==> src/rtl/threshold_commander.sv <==
// threshold_commander: host-side initiator for the threshold-tuning UART command protocol
module threshold_commander #(
  parameter int TIMEOUT_CYCLES = 200000
) (
  input  logic        clk,
  input  logic        rst,
  input  logic        req_valid,
  output logic        req_ready,
  input  logic [2:0]  req_mode,
  input  logic        req_dir,
  output logic [7:0]  tx_data,
  output logic        tx_start,
  input  logic        tx_idle,
  input  logic [7:0]  rx_data,
  input  logic        rx_ready,
  output logic        rsp_valid,
  output logic [15:0] rsp_value,
  output logic [2:0]  rsp_mode,
  output logic        err_echo,
  output logic        err_timeout,
  output logic        err_cmd,
  output logic        busy
);
  localparam int CW = $clog2(TIMEOUT_CYCLES + 1);
  typedef enum logic [2:0] {
    IDLE, SEND_MODE, WAIT_MODE_ECHO, SEND_DIR, WAIT_DIR_ECHO, WAIT_B0, WAIT_B1
  } state_t;
  state_t        state_q, state_d;
  logic [2:0]    mode_q, mode_d;
  logic          dir_q, dir_d;
  logic [7:0]    low_q, low_d;
  logic [7:0]    tx_data_q, tx_data_d;
  logic [CW-1:0] cnt_q, cnt_d;
  logic          rsp_valid_q, rsp_valid_d;
  logic [15:0]   rsp_value_q, rsp_value_d;
  logic [2:0]    rsp_mode_q, rsp_mode_d;
  logic          err_echo_q, err_echo_d;
  logic          err_timeout_q, err_timeout_d;
  logic          err_cmd_q, err_cmd_d;
  logic          waiting;
  // State and output registers; reset discards any partial response
  always_ff @(posedge clk or posedge rst) begin
    if (rst) begin
      state_q       <= IDLE;
      mode_q        <= '0;
      dir_q         <= 1'b0;
      low_q         <= '0;
      tx_data_q     <= '0;
      cnt_q         <= '0;
      rsp_valid_q   <= 1'b0;
      rsp_value_q   <= '0;
      rsp_mode_q    <= '0;
      err_echo_q    <= 1'b0;
      err_timeout_q <= 1'b0;
      err_cmd_q     <= 1'b0;
    end else begin
      state_q       <= state_d;
      mode_q        <= mode_d;
      dir_q         <= dir_d;
      low_q         <= low_d;
      tx_data_q     <= tx_data_d;
      cnt_q         <= cnt_d;
      rsp_valid_q   <= rsp_valid_d;
      rsp_value_q   <= rsp_value_d;
      rsp_mode_q    <= rsp_mode_d;
      err_echo_q    <= err_echo_d;
      err_timeout_q <= err_timeout_d;
      err_cmd_q     <= err_cmd_d;
    end
  end
  // Next-state: send chars, check echoes, collect response bytes, bound every wait
  always_comb begin
    state_d       = state_q;
    mode_d        = mode_q;
    dir_d         = dir_q;
    low_d         = low_q;
    tx_data_d     = tx_data_q;
    cnt_d         = cnt_q;
    rsp_valid_d   = 1'b0;
    rsp_value_d   = rsp_value_q;
    rsp_mode_d    = rsp_mode_q;
    err_echo_d    = 1'b0;
    err_timeout_d = 1'b0;
    err_cmd_d     = 1'b0;
    waiting       = state_q inside {WAIT_MODE_ECHO, WAIT_DIR_ECHO, WAIT_B0, WAIT_B1};
    if (waiting) cnt_d = cnt_q + CW'(1);
    if (waiting && !rx_ready && cnt_q == CW'(TIMEOUT_CYCLES - 1)) begin
      err_timeout_d = 1'b1;
      state_d       = IDLE;
    end
    case (state_q)
      IDLE: if (req_valid) begin
        if (req_mode == 3'd7) err_cmd_d = 1'b1;
        else begin
          mode_d    = req_mode;
          dir_d     = req_dir;
          tx_data_d = 8'h41 + {5'd0, req_mode};
          state_d   = SEND_MODE;
        end
      end
      SEND_MODE: if (tx_idle) begin
        state_d = WAIT_MODE_ECHO;
        cnt_d   = '0;
      end
      WAIT_MODE_ECHO: if (rx_ready) begin
        if (rx_data == tx_data_q) begin
          tx_data_d = dir_q ? 8'h77 : 8'h73;
          state_d   = SEND_DIR;
        end else begin
          err_echo_d = 1'b1;
          state_d    = IDLE;
        end
      end
      SEND_DIR: if (tx_idle) begin
        state_d = WAIT_DIR_ECHO;
        cnt_d   = '0;
      end
      WAIT_DIR_ECHO: if (rx_ready) begin
        if (rx_data == tx_data_q) begin
          state_d = WAIT_B0;
          cnt_d   = '0;
        end else begin
          err_echo_d = 1'b1;
          state_d    = IDLE;
        end
      end
      WAIT_B0: if (rx_ready) begin
        low_d = rx_data;
        if (mode_q == 3'd0) begin
          state_d = WAIT_B1;
          cnt_d   = '0;
        end else begin
          rsp_valid_d = 1'b1;
          rsp_value_d = {{8{rx_data[7]}}, rx_data};
          rsp_mode_d  = mode_q;
          state_d     = IDLE;
        end
      end
      WAIT_B1: if (rx_ready) begin
        rsp_valid_d = 1'b1;
        rsp_value_d = {rx_data, low_q};
        rsp_mode_d  = mode_q;
        state_d     = IDLE;
      end
      default: state_d = IDLE;
    endcase
  end
  assign req_ready   = state_q == IDLE;
  assign busy        = state_q != IDLE;
  assign tx_start    = tx_idle && (state_q == SEND_MODE || state_q == SEND_DIR);
  assign tx_data     = tx_data_q;
  assign rsp_valid   = rsp_valid_q;
  assign rsp_value   = rsp_value_q;
  assign rsp_mode    = rsp_mode_q;
  assign err_echo    = err_echo_q;
  assign err_timeout = err_timeout_q;
  assign err_cmd     = err_cmd_q;
endmodule

==> config.mk <==
export PLATFORM = sky130hd
export DESIGN_NAME = threshold_commander
export DESIGN_NICKNAME = d
export VERILOG_FILES = /design/src/rtl/threshold_commander.sv
export SDC_FILE = /design/constraint.sdc
export NUM_CORES = 1
export LEC_CHECK = 0
export ABC_AREA = 1
export CAP_MARGIN = 15
export CORE_MARGIN = 2
export CORE_UTILIZATION = 54
export CTS_CLUSTER_SIZE = 12
export DETAILED_ROUTE_END_ITERATION = 10
export HOLD_SLACK_MARGIN = 0.15
export MAX_ROUTING_LAYER = met4
export PLACE_DENSITY_LB_ADDON = 0.15
export RECOVER_POWER = 100
export SYNTH_ARGS = -nofsm -noshare
export SYNTH_HDL_FRONTEND = slang
export SYNTH_SLANG_ARGS = --single-unit
==> constraint.sdc <==
create_clock -name clk -period 2.15 [get_ports clk]
set_clock_uncertainty 0.05 [all_clocks]
set_input_delay 0.3225 -clock clk [delete_from_list [all_inputs] [get_ports clk]]
set_output_delay 0.3225 -clock clk [all_outputs]
set_load 0.02 [all_outputs]
==> Table 3: Implementation characteristics, run 1 <==
Implementation parameters

Parameter                              Value

Global routing
  Largest net degree at the start of global routing .................. about 63

Yosys
  Most repeated cell in the gate-level netlist after synthesis .................. sky130_fd_sc_hd__nand2_1
  Netlist area before placement .................. 3353 µm²
  Yosys cell count .................. around 440

Worst setup path
  Reg-to-Reg End .................. cnt_q[13]$_DFF_PP0_
  Launching instance or port of the critical path .................. state_q[0]$_DFF_PP0_

Floorplan
  Placeable Area .................. 5956 µm²

CTS
  Cts hold-fix bufs .................. 0
  Number of levels in the clock H-tree .................. 3
  Clock transition time at the flip-flop clock pins of the worst setup and hold paths .................. roughly 60 ps
  Post-cts repair resize count .................. 1
  Clock Sink Count .................. between 60 and 70
  CTS tree .................. done

Power
  Peak supply drop .................. around 0.00062 V
  Power group with the largest share .................. sequential cells
  Leak .................. between 2 and 2.5 nW
  Part of the total power dissipated in sequential elements .................. between 40% and 50%
  Combinational power .................. between 1.5 and 2 mW

Timing
  Setup Total Neg Slack .................. 0 ps
  Peak clock frequency supported by timing .................. approximately 520 MHz

Status
  Outcome .................. finished, final reports clean

Detailed routing
  Via density per instance .................. between 5 and 6
  Uppermost signal routing layer after detailed routing .................. met4

Job
  Warning total across the stage logs .................. 26
==> run 1: metrics by stage <==
step	hold slack [ps]	power [mW]	cell area [µm²]
detailed placement	408.3	3.642	3919
floorplan	382.1	2.931	3353
global route	440.9	4.587	4003
global placement	403.0	3.577	3919
CTS	332.5	4.458	4063
finish	414.2	4.265	4003
==> run 1: kinds of logic after synthesis <==
logic type      after synthesis  synth area share (%)
compound gates               50                 7.948
fa+ha+maj                     3                 1.120
simple gates                248                 32.28
buf+inv                      67                 9.104
xor+xnor                     11                 2.873
other cells                   1                0.1118
mux                           1                0.2985
flops                        62                 46.27
==> run 1: state kept, by name, indices dropped and copies added (netlist names), 3 cells and up <==
name	cells
rsp_mode	3
tx_data	6
rsp_value	16
mode_q	3
low_q	8
cnt_q	18
state_q	3
run_1/congestion.png
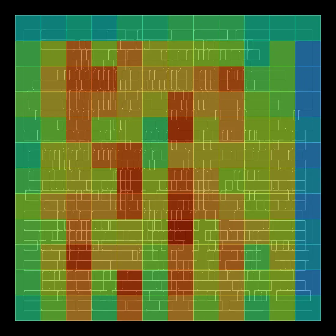
wire length per cell after detailed routing: 12.68 µm
global routing met2 resource utilization: 33.72%
fraction of the core area covered by cells at the end of the flow: 67.21%

run_1/logic_types.png
Scale bar: 20 µm.
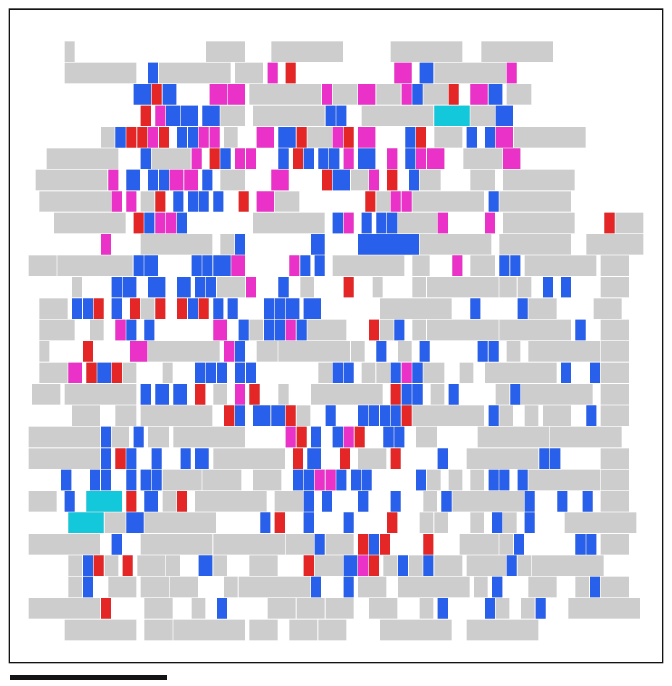
legend:
  blue:
    family: nand cells
    cells: 186
    most_used: nand2_1
  red:
    family: inv cells
    cells: 53
    most_used: inv_1
  cyan:
    family: fa/ha/maj cells
    cells: 3
    most_used: ha_1
  magenta:
    family: nor cells
    cells: 58
    most_used: nor2_1
non-filler instance count after layout: 576
multi-input gate share of total cell area: 36.32%
dominant logic cell type in the layout: sky130_fd_sc_hd__nand2_1

run_1/detail.png
Scale bar: 10 µm. Region (42, 1) to (82, 41) µm. Cells in grey, sequential cells in the stronger grey; small squares are vias.
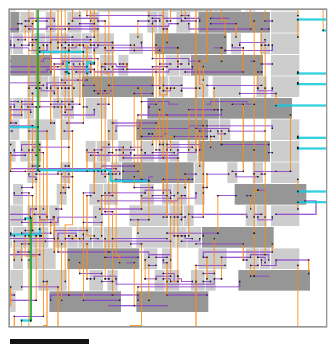
legend:
  cyan:
    layer: metal 3
  green:
    layer: metal 4
  orange:
    layer: metal 2
  purple:
    layer: metal 1
cells with their middle in the window: 129
most frequent: nand2_1 (53), o21ai_0 (25), dfrtp_1 (16)
netlist names of flops here include: rsp_value (11), low_q (5)
sequential cells in the window: 16

run_1/layer_met3.png
Scale bar: 20 µm.
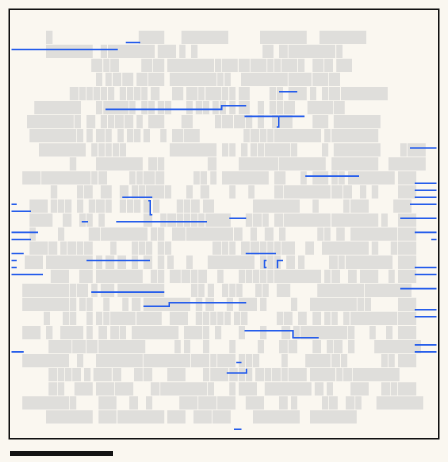
nets with wire on the layer: 38
wire length on this layer: 271 µm
main direction: horizontal
Final Routed Wirelength: 7.305 mm
fraction of met3 tracks used by global routing: 5.567%
number of vias in the routed layout: 2888

## Run 2: what changed since run 1
--- a/config.mk
+++ b/config.mk
@@ -8,9 +8,10 @@
 export ABC_AREA = 1
 export CAP_MARGIN = 15
 export CORE_MARGIN = 2
-export CORE_UTILIZATION = 54
+export CORE_UTILIZATION = 30
 export CTS_CLUSTER_SIZE = 12
 export DETAILED_ROUTE_END_ITERATION = 10
+export DONT_BUFFER_PORTS = 1
 export HOLD_SLACK_MARGIN = 0.15
 export MAX_ROUTING_LAYER = met4
 export PLACE_DENSITY_LB_ADDON = 0.15
run_2/layer_met1.png
Scale bar: 20 µm. Supply wires on this layer in grey.
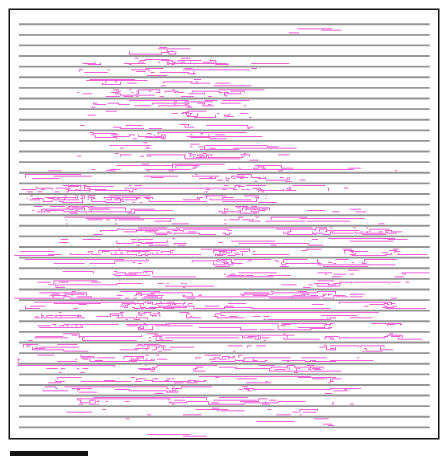
nets with wire on the layer: 454
main direction: horizontal
wire length on this layer: 4030 µm
longest straight run: 40.5 µm
Final Routed Wirelength: 8.073 mm
global routing usage on met1: 20.97%
number of vias in the routed layout: 2751

==> run 2 against run 1 <==
  * First-iteration DRC count shrank 43%
  * Utilization shrank 33 points
  * Non-clock buffer count shrank 41
  * Largest cell class unchanged
  * Synthesized area is the same
  * Clock-buffer cell count grew 1
  * Maximum frequency grew 4.6%
  * Die size grew 76%
  * Sequential power grew 15%
  * Highest routed layer unchanged
  * Flip-flop count is the same
  * Global-route usage shrank 7.8 points
==> Table 3: Implementation characteristics, run 2 <==
Implementation parameters

Parameter                              Value

CTS
  Number of levels in the clock H-tree .................. 3
  Cts hold-fix bufs .................. 10
  Post-cts repair resize count .................. 0
  Clock Sink Count .................. 62
  Clock transition time at the flip-flop clock pins of the worst setup and hold paths .................. around 70 ps
  CTS tree .................. done

Yosys
  Post-synthesis share of cell area spent on xor and xnor gates .................. about 2.9%
  Netlist area before placement .................. roughly 3400 µm²
  Mux share of post-synthesis cell area .................. 0.2985%
  Adders+Majority by Area .................. roughly 1.1%
  Most repeated cell in the gate-level netlist after synthesis .................. sky130_fd_sc_hd__nand2_1
  Simple-gate area share of the yosys netlist .................. around a third
  Yosys cell count .................. 443
  Ao+oa area frac .................. under 10%
  Biggest combinational cell group after synthesis .................. simple AND/OR/NAND/NOR gates

Worst setup path
  Launching instance or port of the critical path .................. state_q[2]$_DFF_PP0_
  Reg-to-Reg End .................. rsp_value[7]$_DFFE_PP0P_

Detailed routing
  Via density per instance .................. ~4.6

Status
  Outcome .................. finished, final reports clean

Power
  Leak .................. roughly 1.9 nW
  Part of the total power dissipated in sequential elements .................. approximately half
  Total power .................. between 4 and 5 mW
  Peak supply drop .................. between 0.0005 and 0.0006 V

Layout
  Max FFs per register .................. 18
  Dominant logic cell type in the layout .................. sky130_fd_sc_hd__nand2_1
  Most flops, register .................. cnt_q
  Multi-input gate share of total cell area .................. 38.73%

Job
  Warning total across the stage logs .................. 26

Global routing
  Global routing met2 resource utilization .................. between 20% and 30%
  Fraction of met3 tracks used by global routing .................. ~4.7%

Timing
  Peak clock frequency supported by timing .................. roughly 550 MHz
  Setup Total Neg Slack .................. 0 ps
-- run 2: power by group through the flow --
stage | Combinational, mW | Sequential (mW) | Clock, mW
6_report | 1.08 | 2.03 | 1.11
5_1_grt | 1.28 | 2.09 | 1.21
4_1_cts | 1.16 | 2.04 | 1.15
3_5_place_dp | 1.13 | 2.07 | 0
3_3_place_gp | 1.13 | 2.06 | 0
2_1_floorplan | 0.973 | 1.96 | 0
-- run 2: stage by stage --
step	hold WS (ps)	std cells	area, µm²	utilization, %
2_1_floorplan	382.1	443	3353	-
3_3_place_gp	150.2	577	3495	32.10
3_5_place_dp	150.6	577	3495	32.10
4_1_cts	164.0	602	3799	34.89
5_1_grt	186.2	602	3715	34.12
6_report	187.6	602	3715	34.12
No activity file was given, so power comes from the tool's default toggle rates.
